$ cat config.mk
export PLATFORM = sky130hd
export DESIGN_NAME = fp_sub_seq
export DESIGN_NICKNAME = d
export VERILOG_FILES = /design/src/rtl/fp_sub_seq.sv
export SDC_FILE = /design/constraint.sdc
export NUM_CORES = 1
export LEC_CHECK = 0
export CAP_MARGIN = 20
export CORE_MARGIN = 2
export CORE_UTILIZATION = 39
export CTS_BUF_LIST = sky130_fd_sc_hd__clkbuf_2
export CTS_CLUSTER_DIAMETER = 60
export DETAILED_ROUTE_END_ITERATION = 8
export SYNTH_ARGS = -nofsm -noshare
export SYNTH_HDL_FRONTEND = slang
export SYNTH_SLANG_ARGS = --single-unit
$ cat constraint.sdc
create_clock -name clk -period 8.3 [get_ports clk]
set_input_delay 1.66 -clock clk [delete_from_list [all_inputs] [get_ports clk]]
set_output_delay 1.66 -clock clk [all_outputs]
set_load 0.02 [all_outputs]
$ cat src/rtl/fp_sub_seq.sv
// Multi-cycle binary32 subtractor, result = data1 - data2.
// Truncating datapath: one-bit-per-cycle alignment and normalisation.
module fp_sub_seq #(
   parameter int MAX_ALIGN = 25
) (
   input  logic        clk,
   input  logic        rst,
   input  logic        in_valid,
   output logic        in_ready,
   input  logic [31:0] data1,
   input  logic [31:0] data2,
   output logic        out_valid,
   input  logic        out_ready,
   output logic [31:0] result,
   output logic        overflow,
   output logic        underflow
);

   typedef enum logic [2:0] {
      IDLE, SWAP, SHIFT, ADDSUB, NORM, DONE
   } state_t;

   localparam logic [7:0] MAX_A = 8'(MAX_ALIGN);

   state_t      state, state_nx;
   logic        sa, sb, sign;
   logic [7:0]  ea, eb, exp, cnt;
   logic [23:0] ma, mb;
   logic [24:0] sum;

   logic        accept, in_spec;
   logic        a_inf, b_inf, a_nan, b_nan;
   logic [31:0] spec_res;
   logic        swap_do;
   logic [7:0]  diff, cnt_sw;
   logic [7:0]  exp_inc;
   logic        norm_end;

   assign accept  = in_valid && in_ready;
   assign a_inf   = (data1[30:23] == 8'hFF) && (data1[22:0] == '0);
   assign b_inf   = (data2[30:23] == 8'hFF) && (data2[22:0] == '0);
   assign a_nan   = (data1[30:23] == 8'hFF) && (data1[22:0] != '0);
   assign b_nan   = (data2[30:23] == 8'hFF) && (data2[22:0] != '0);
   assign in_spec = (data1[30:23] == 8'hFF) || (data2[30:23] == 8'hFF);

   // Subtrahend sign is inverted, so inf - inf shows up as equal signs
   always_comb begin
      spec_res = {~data2[31], 8'hFF, 23'd0};
      if (a_nan || b_nan || (a_inf && b_inf && (data1[31] == data2[31])))
         spec_res = 32'h7FC0_0000;
      else if (a_inf)
         spec_res = {data1[31], 8'hFF, 23'd0};
   end

   assign swap_do = (eb > ea) || ((eb == ea) && (mb > ma));
   assign diff    = swap_do ? (eb - ea) : (ea - eb);
   assign cnt_sw  = (diff > MAX_A) ? MAX_A : diff;
   assign exp_inc = exp + 8'd1;
   assign norm_end = (sum == '0) || sum[24] || sum[23] || (exp == 8'd1);

   always_ff @(posedge clk) begin
      if (rst) state <= IDLE;
      else     state <= state_nx;
   end

   always_comb begin
      state_nx = state;
      unique case (state)
         IDLE:    if (accept) state_nx = in_spec ? DONE : SWAP;
         SWAP:    state_nx = (cnt_sw != '0) ? SHIFT : ADDSUB;
         SHIFT:   if (cnt == 8'd1) state_nx = ADDSUB;
         ADDSUB:  state_nx = NORM;
         NORM:    if (norm_end) state_nx = DONE;
         DONE:    if (out_ready) state_nx = IDLE;
         default: state_nx = IDLE;
      endcase
   end

   always_comb begin
      in_ready  = (state == IDLE);
      out_valid = (state == DONE);
   end

   always_ff @(posedge clk) begin
      if (rst) begin
         sa <= 1'b0; sb <= 1'b0; sign <= 1'b0;
         ea <= '0; eb <= '0; exp <= '0; cnt <= '0;
         ma <= '0; mb <= '0; sum <= '0;
         result <= '0; overflow <= 1'b0; underflow <= 1'b0;
      end else begin
         unique case (state)
            IDLE: if (accept) begin
               overflow  <= 1'b0;
               underflow <= 1'b0;
               if (in_spec) begin
                  result <= spec_res;
               end else begin
                  sa <= data1[31];
                  sb <= ~data2[31];
                  ea <= data1[30:23];
                  eb <= data2[30:23];
                  ma <= (data1[30:23] == '0) ? '0 : {1'b1, data1[22:0]};
                  mb <= (data2[30:23] == '0) ? '0 : {1'b1, data2[22:0]};
               end
            end
            SWAP: begin
               if (swap_do) begin
                  sa <= sb; sb <= sa;
                  ea <= eb; eb <= ea;
                  ma <= mb; mb <= ma;
                  mb <= ma >> 0;
               end
               cnt <= cnt_sw;
            end
            SHIFT: begin
               mb  <= mb >> 1;
               cnt <= cnt - 8'd1;
            end
            ADDSUB: begin
               sum  <= (sa == sb) ? ({1'b0, ma} + {1'b0, mb})
                                  : ({1'b0, ma} - {1'b0, mb});
               exp  <= ea;
               sign <= sa;
            end
            NORM: begin
               if (sum == '0) begin
                  result <= '0;
               end else if (sum[24]) begin
                  sum <= sum >> 1;
                  exp <= exp_inc;
                  if (exp_inc == 8'hFF) begin
                     result   <= {sign, 8'hFF, 23'd0};
                     overflow <= 1'b1;
                  end else begin
                     result <= {sign, exp_inc, sum[23:1]};
                  end
               end else if (sum[23]) begin
                  result <= {sign, exp, sum[22:0]};
               end else if (exp == 8'd1) begin
                  result    <= {sign, 31'd0};
                  underflow <= 1'b1;
               end else begin
                  sum <= sum << 1;
                  exp <= exp - 8'd1;
               end
            end
            default: ;
         endcase
      end
   end

endmodule

**Sequential cells colored by netlist name**

Other sequential cells in the stronger gray, the rest of the logic in the fainter gray.
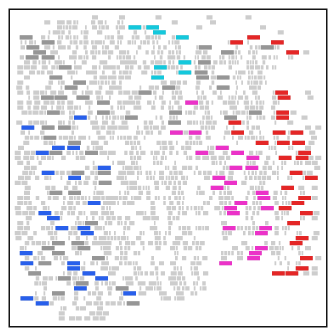
legend:
  magenta:
    signal: sum
    placed_flops: 25
  blue:
    signal: ma
    placed_flops: 24
  red:
    signal: result
    placed_flops: 32
    where: a vertical strip on the right
  cyan:
    signal: cnt
    placed_flops: 8
    where: top middle
Sequential Power: 1.22 mW
Seq. cell area: 2903 µm²

**Routed clock nets over the placement**

Scale bar: 50 µm.
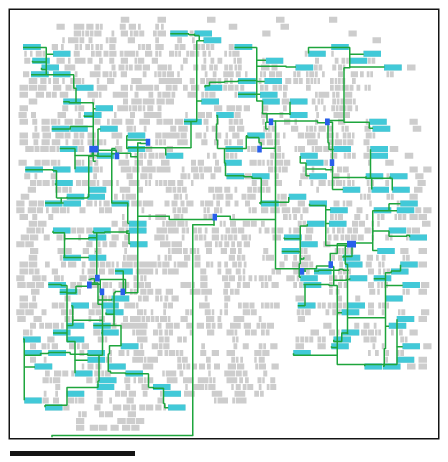
legend:
  cyan:
    item: flip-flops
    count: 145
  green:
    item: clock wires
    length: 2130 µm
  blue:
    item: clock-net drivers
    count: 17
flops lie: all over the die
routed clock nets: 18
Latency at later pin: 0.74 ns
Clock Power: 0.392 mW

-- cell type report --
type | instances | area [µm²]
Fill cell | 2895 | 15240
Clock buffer | 19 | 95.09
Tap cell | 378 | 473.0
Timing Repair Buffer | 123 | 1179
Clock inverter | 13 | 112.6
Inverter | 82 | 307.8
Antenna cell | 1 | 2.502
Multi-Input combinational cell | 1121 | 7316
Sequential cell | 145 | 2903
-- stage by stage --
step                total power, mW  cell area, µm²  instances  setup WS, ns
CTS                           4.984           12390       1881         3.824
floorplan                     3.700           10910       1460         5.232
detailed placement            4.579           12180       1849         4.079
finish                        5.018           12390       1882         3.904
global placement              4.538           12180       1849         4.086
global route                  5.486           12390       1882         3.685
-- flip-flops by register name (all words and copies together) (netlist names) --
| name | count |
|---|---|
| mb | 24 |
| ea | 8 |
| sb | 1 |
| exp | 8 |
| overflow | 1 |
| sign | 1 |
| cnt | 8 |
| sum | 25 |
| underflow | 1 |
| eb | 8 |
| sa | 1 |
| ma | 24 |
| result | 32 |
| state | 3 |
-- logic make-up after synthesis --
group,Yosys count
buf+inv,194
simple gates,469
mux,29
compound gates,523
xor+xnor,27
fa+ha+maj,73
flops,145
-- synthesized netlist by cell type, drive strengths merged (5+ instances only) --
cell,instances
nor2,208
dfxtp,145
a21oi,124
clkbuf,92
o21ai,80
inv,79
a211oi,78
ha,69
nand2,65
a22oi,54
nor3,34
a221oi,31
nor4,30
mux2i,28
and3,27
nand3,23
a31oi,21
a21o,20
buf,20
xnor2,19
o31ai,17
nand4,14
nor2b,14
or3,14
o21a,13
and2,10
a222oi,9
nand2b,8
o21bai,8
o31a,8
xor2,8
o211ai,7
nor3b,6
o41ai,6
a311oi,5
==> flow_summary.rst <==
Implementation results
======================

.. list-table::
   :header-rows: 1

   * - Metric
     - Value
   * - Worst Tran Pin Value
     - 0.9946 ns
   * - CTS buffer count
     - 17
   * - Routability Congestion
     - 0.9195
   * - Kind of cell adding the most delay to the critical path
     - buffers and inverters
   * - I/O pin count
     - 104
   * - Max Used Layer
     - met4
   * - Largest driver fanout on the critical path
     - 11
   * - Avg Vias per Cell
     - 5.860
   * - Pleak
     - 4.702 nW
   * - Critical path arrival
     - 2.74 ns
   * - GRT met1 Usage
     - 36.09%
   * - Yosys top cell by area
     - sky130_fd_sc_hd__dfxtp_1
   * - Number of enable-type register cells in the synthesized netlist
     - 0
   * - Met2 GRT Util
     - 35.19%
   * - Clock tree buffer depth
     - 2
   * - Delay of the slowest cell on the worst path
     - 0.66 ns
   * - P&R area growth vs syn
     - 13.60%
   * - Total die area
     - 29320 µm²
   * - Register share of total power
     - 24.3%
   * - Critical path capture point type
     - output pin
   * - Slew margin rel.
     - 33.37%
   * - Beginning of the critical path
     - state[2]
   * - Number of cells in the yosys synthesis report
     - 1460
   * - Depth of the worst hold-timing path
     - 2
   * - Total half-perimeter wirelength after legalization and detailed placement
     - 24920 µm
   * - Top logic cells by instance count in the layout
     - 207 x sky130_fd_sc_hd__nor2_1, 145 x sky130_fd_sc_hd__dfxtp_1, 122 x sky130_fd_sc_hd__a21oi_1
   * - Register share after synthesis
     - 26.62%
   * - P_int
     - 2.330 mW
   * - Area fraction in and, or, nand and nor cells after synthesis
     - 20.45%
   * - Wirelength per Cell
     - 18.08 µm
   * - Yosys Warn Count
     - 0
   * - Total GRT Usage
     - 23.63%
   * - Post-synth area hogs
     - sky130_fd_sc_hd__dfxtp_1 27%, sky130_fd_sc_hd__ha_1 7.9%, sky130_fd_sc_hd__nor2_1 7.2%
   * - Sum of met3 wire segment lengths after detailed routing
     - 1957 µm
   * - Yosys-reported design area after synthesis
     - 10910 µm²
   * - Nets@finish
     - 1631
   * - Comb pwr share
     - 67.8%
   * - Outcome
     - completed
Power figures rest on the tool's default switching activity, not on a simulated workload.
